**Met1 routing**

Scale bar: 50 um.
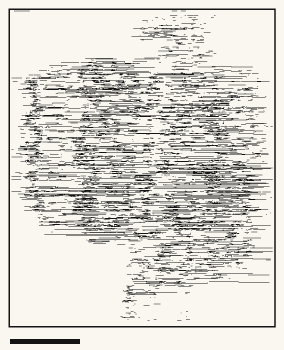
**The metal 2 layer**

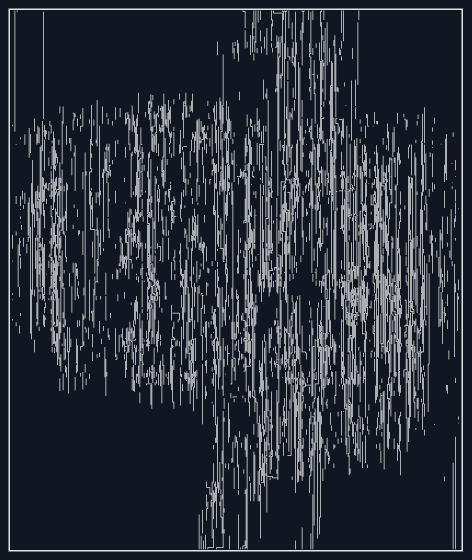
**The metal 3 layer**

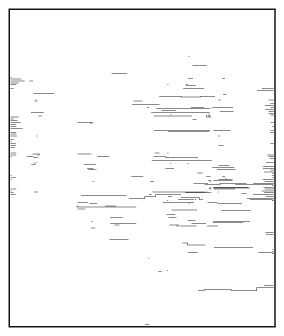
**M4 wires**

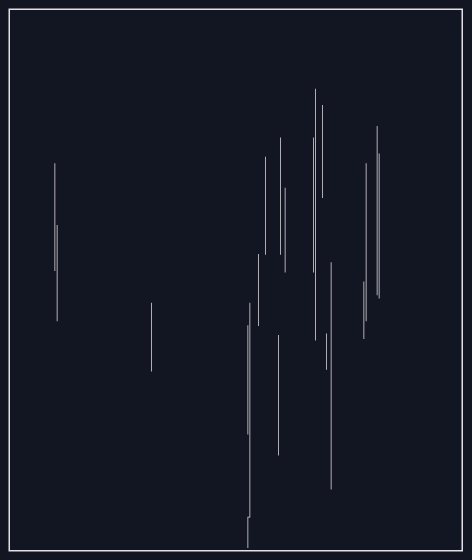
**Track usage over the die**

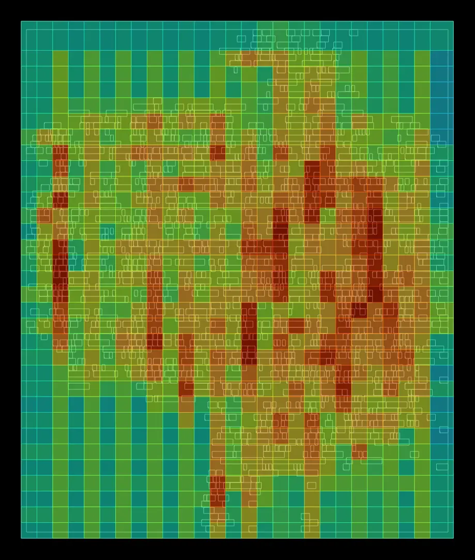
[config.mk]
export PLATFORM = sky130hd
export DESIGN_NAME = rv32m_div_unit
export DESIGN_NICKNAME = d
export VERILOG_FILES = /design/src/rtl/div_pkg.sv /design/src/rtl/div_step.sv /design/src/rtl/rv32m_div_unit.sv
export SDC_FILE = /design/constraint.sdc
export NUM_CORES = 1
export LEC_CHECK = 0
export ABC_AREA = 0
export CAP_MARGIN = 0
export CORE_ASPECT_RATIO = 1.2
export CORE_MARGIN = 2
export CORE_UTILIZATION = 30
export CTS_CLUSTER_DIAMETER = 120
export CTS_CLUSTER_SIZE = 10
export DETAILED_ROUTE_END_ITERATION = 16
export PLACE_DENSITY = 0.55
export SYNTH_ARGS = -nofsm -noshare
export SYNTH_HDL_FRONTEND = slang
export SYNTH_SLANG_ARGS = --single-unit
[constraint.sdc]
create_clock -name clk -period 10.5 [get_ports clk]
set_input_delay 2.1 -clock clk [delete_from_list [all_inputs] [get_ports clk]]
set_output_delay 2.1 -clock clk [all_outputs]
set_load 0.01 [all_outputs]
[src/rtl/div_pkg.sv]
// Shared constants and types for the RV32M iterative divider.
// The DIV_FAST_SPECIAL_EN build option is consumed in rv32m_div_unit.sv.
package div_pkg;

    localparam int XLEN  = 32;
    localparam int TAG_W = 5;
    localparam int ITER  = XLEN;

    typedef enum logic [1:0] {
        OP_DIV  = 2'b00,
        OP_DIVU = 2'b01,
        OP_REM  = 2'b10,
        OP_REMU = 2'b11
    } op_t;

    typedef enum logic [1:0] {
        IDLE = 2'b00,
        CALC = 2'b01,
        FIX  = 2'b10,
        DONE = 2'b11
    } state_t;

    localparam logic [XLEN-1:0] DIV0_Q  = 32'hFFFFFFFF;
    localparam logic [XLEN-1:0] INT_MIN = 32'h80000000;

    // Two's-complement negate when neg is set; |INT_MIN| stays 0x80000000 as unsigned.
    function automatic logic [XLEN-1:0] cond_neg(input logic [XLEN-1:0] v, input logic neg);
        return neg ? ({XLEN{1'b0}} - v) : v;
    endfunction

endpackage

[src/rtl/div_step.sv]
// One restoring division iteration: shift the next dividend bit into the
// partial remainder, trial-subtract the divisor, keep or restore.
module div_step
    import div_pkg::*;
(
    input  logic [XLEN-1:0] rem_in,
    input  logic [XLEN-1:0] quo_in,
    input  logic [XLEN-1:0] divisor,
    output logic [XLEN-1:0] rem_out,
    output logic [XLEN-1:0] quo_out
);

    logic [XLEN:0] shifted;
    logic [XLEN:0] diff;

    assign shifted = {rem_in, quo_in[XLEN-1]};
    assign diff    = shifted - {1'b0, divisor};

    // diff[XLEN] set means the trial subtraction borrowed: restore.
    always_comb begin
        rem_out = shifted[XLEN-1:0];
        quo_out = {quo_in[XLEN-2:0], 1'b0};
        if (!diff[XLEN]) begin
            rem_out = diff[XLEN-1:0];
            quo_out = {quo_in[XLEN-2:0], 1'b1};
        end
    end

endmodule

[src/rtl/rv32m_div_unit.sv]
// Iterative radix-2 restoring divider for RV32M DIV/DIVU/REM/REMU.
// Optional DIV_FAST_SPECIAL_EN: divide-by-zero and signed overflow bypass CALC.
module rv32m_div_unit
    import div_pkg::*;
(
    input  logic             clk,
    input  logic             reset_n,
    input  logic             start,
    input  logic [1:0]       op,
    input  logic [XLEN-1:0]  a,
    input  logic [XLEN-1:0]  b,
    input  logic [TAG_W-1:0] tag_in,
    input  logic             flush,
    output logic             busy,
    output logic             done,
    output logic [XLEN-1:0]  result,
    output logic [TAG_W-1:0] tag_out,
    output logic [1:0]       state_dbg
);

    localparam int CW = $clog2(ITER);

    // Handshake: start is taken only when busy=0 (IDLE or DONE) and flush=0;
    // done is a single-cycle pulse, and result/tag_out stay valid until the next FIX.

    state_t           state, state_nxt;
    logic [CW-1:0]    count;
    logic [XLEN-1:0]  rem_q, quo_q, dvs_q, a_q;
    logic [TAG_W-1:0] tag_q;
    op_t              op_q;
    logic             q_neg_q, r_neg_q, div0_q, ovf_q;

    logic             is_signed, a_neg, b_neg;
    logic [XLEN-1:0]  a_mag, b_mag;
    logic             in_div0, in_ovf, take_fast, accept;
    logic [XLEN-1:0]  step_rem, step_quo;
    logic [XLEN-1:0]  fix_q, fix_r, fix_value;

    assign is_signed = ~op[0];
    assign a_neg     = is_signed & a[XLEN-1];
    assign b_neg     = is_signed & b[XLEN-1];
    assign a_mag     = cond_neg(a, a_neg);
    assign b_mag     = cond_neg(b, b_neg);
    assign in_div0   = (b == '0);
    assign in_ovf    = is_signed & (a == INT_MIN) & (b == '1);

`ifdef DIV_FAST_SPECIAL_EN
    assign take_fast = in_div0 | in_ovf;
`else
    assign take_fast = 1'b0;
`endif

    assign accept    = start & ~flush & ((state == IDLE) | (state == DONE));
    assign busy      = (state == CALC) | (state == FIX);
    assign done      = (state == DONE);
    assign state_dbg = state;

    div_step u_step (
        .rem_in  (rem_q),
        .quo_in  (quo_q),
        .divisor (dvs_q),
        .rem_out (step_rem),
        .quo_out (step_quo)
    );

    always_ff @(posedge clk or negedge reset_n) begin
        if (!reset_n) state <= IDLE;
        else          state <= state_nxt;
    end

    always_comb begin
        state_nxt = state;
        case (state)
            IDLE, DONE: state_nxt = accept ? (take_fast ? FIX : CALC) : IDLE;
            CALC:       if (count == CW'(ITER - 1)) state_nxt = FIX;
            FIX:        state_nxt = DONE;
            default:    state_nxt = IDLE;
        endcase
        if (flush) state_nxt = IDLE;
    end

    // Special cases were latched at start, so the iterated values are ignored for them.
    always_comb begin
        fix_q = cond_neg(quo_q, q_neg_q);
        fix_r = cond_neg(rem_q, r_neg_q);
        if (div0_q) begin
            fix_q = DIV0_Q;
            fix_r = a_q;
        end else if (ovf_q) begin
            fix_q = INT_MIN;
            fix_r = '0;
        end
        fix_value = ((op_q == OP_REM) || (op_q == OP_REMU)) ? fix_r : fix_q;
    end

    always_ff @(posedge clk or negedge reset_n) begin
        if (!reset_n) begin
            count   <= '0;
            rem_q   <= '0;
            quo_q   <= '0;
            dvs_q   <= '0;
            a_q     <= '0;
            tag_q   <= '0;
            op_q    <= OP_DIV;
            q_neg_q <= 1'b0;
            r_neg_q <= 1'b0;
            div0_q  <= 1'b0;
            ovf_q   <= 1'b0;
            result  <= '0;
            tag_out <= '0;
        end else begin
            if (accept) begin
                count   <= '0;
                rem_q   <= '0;
                quo_q   <= a_mag;
                dvs_q   <= b_mag;
                a_q     <= a;
                tag_q   <= tag_in;
                op_q    <= op_t'(op);
                q_neg_q <= a_neg ^ b_neg;
                r_neg_q <= a_neg;
                div0_q  <= in_div0;
                ovf_q   <= in_ovf;
            end else if (state == CALC) begin
                rem_q <= step_rem;
                quo_q <= step_quo;
                count <= count + 1'b1;
            end
            if ((state == FIX) && !flush) begin
                result  <= fix_value;
                tag_out <= tag_q;
            end
        end
    end

endmodule

==> summary.txt <==
Top Usage Layer GRT: met2
MI comb area: 7320 um^2
Clk_lat worst skew: 0.45 ns
TritonCTS Sinks: 182
H-tree depth: 4
Endpoint class of the critical path: flop
Mapped cell area: 12400 um^2
Largest cells by area: dfrtp_1, nand2_1, o21ai_0
Final worst setup slack: 5.64 ns
Yosys simple share: 17.9%
#MultiIn Comb: 1150
DRC viols: 0
Most numerous logic cell after layout: nand2_1
Ratio of cells with drive above 1 in the final layout: 5.15%
Non-clk bufs: 131
Mux area share: 5.04%
Main flop type: dfrtp_1
Buf+Inv Stages, Crit Path: 1
ClkCell Share: 4.10%
CP Class: in -> reg
Finished Layout Cells: 2095
Status: completed
Notes on 'met1 routing' above:
main direction: horizontal
share of all routed wire: 46%
longest straight run: 68.1 um
wire length on this layer: 17500 um
nets with wire on the layer: 1497
via count: 11000
wirelength, routed: 37900 um
met1 Usage GRT: 24.1%

Notes on 'the metal 2 layer' above:
main direction: vertical
share of all routed wire: 47%
nets with wire on the layer: 1281
wire length on this layer: 17700 um
longest straight run: 72.4 um
met2 usage: 29.1%

Notes on 'the metal 3 layer' above:
nets with wire on the layer: 161
main direction: horizontal
GR Util met3: 2.20%

Notes on 'M4 wires' above:
longest straight run: 105 um
nets with wire on the layer: 16
main direction: vertical

Notes on 'track usage over the die' above:
final core utilization: 36.0%
drt wl/cell: 18.1 um

## worst paths after layout
path                                 from        end  slack (ns)  cells past startpoint
worst max register to register  quo_q[31]  rem_q[24]        6.22                     13
min in group asynchronous         reset_n    a_q[22]        1.75                      1
worst min register to register   tag_q[3]   tag_q[3]        0.47                      2
max in group asynchronous         reset_n   dvs_q[4]        7.24                      2
worst max-delay path                 a[3]  quo_q[27]        5.64                     10
worst min-delay path             tag_q[3]   tag_q[3]        0.47                      2
## where the power goes
| part | internal, mW | switching, mW | total (mW) |
|---|---|---|---|
| logic | 1.20 | 1.55 | 2.75 |
| clock network | 0.344 | 0.330 | 0.674 |
| registers | 1.02 | 0.352 | 1.37 |
No activity file was given, so power comes from the tool's default toggle rates.
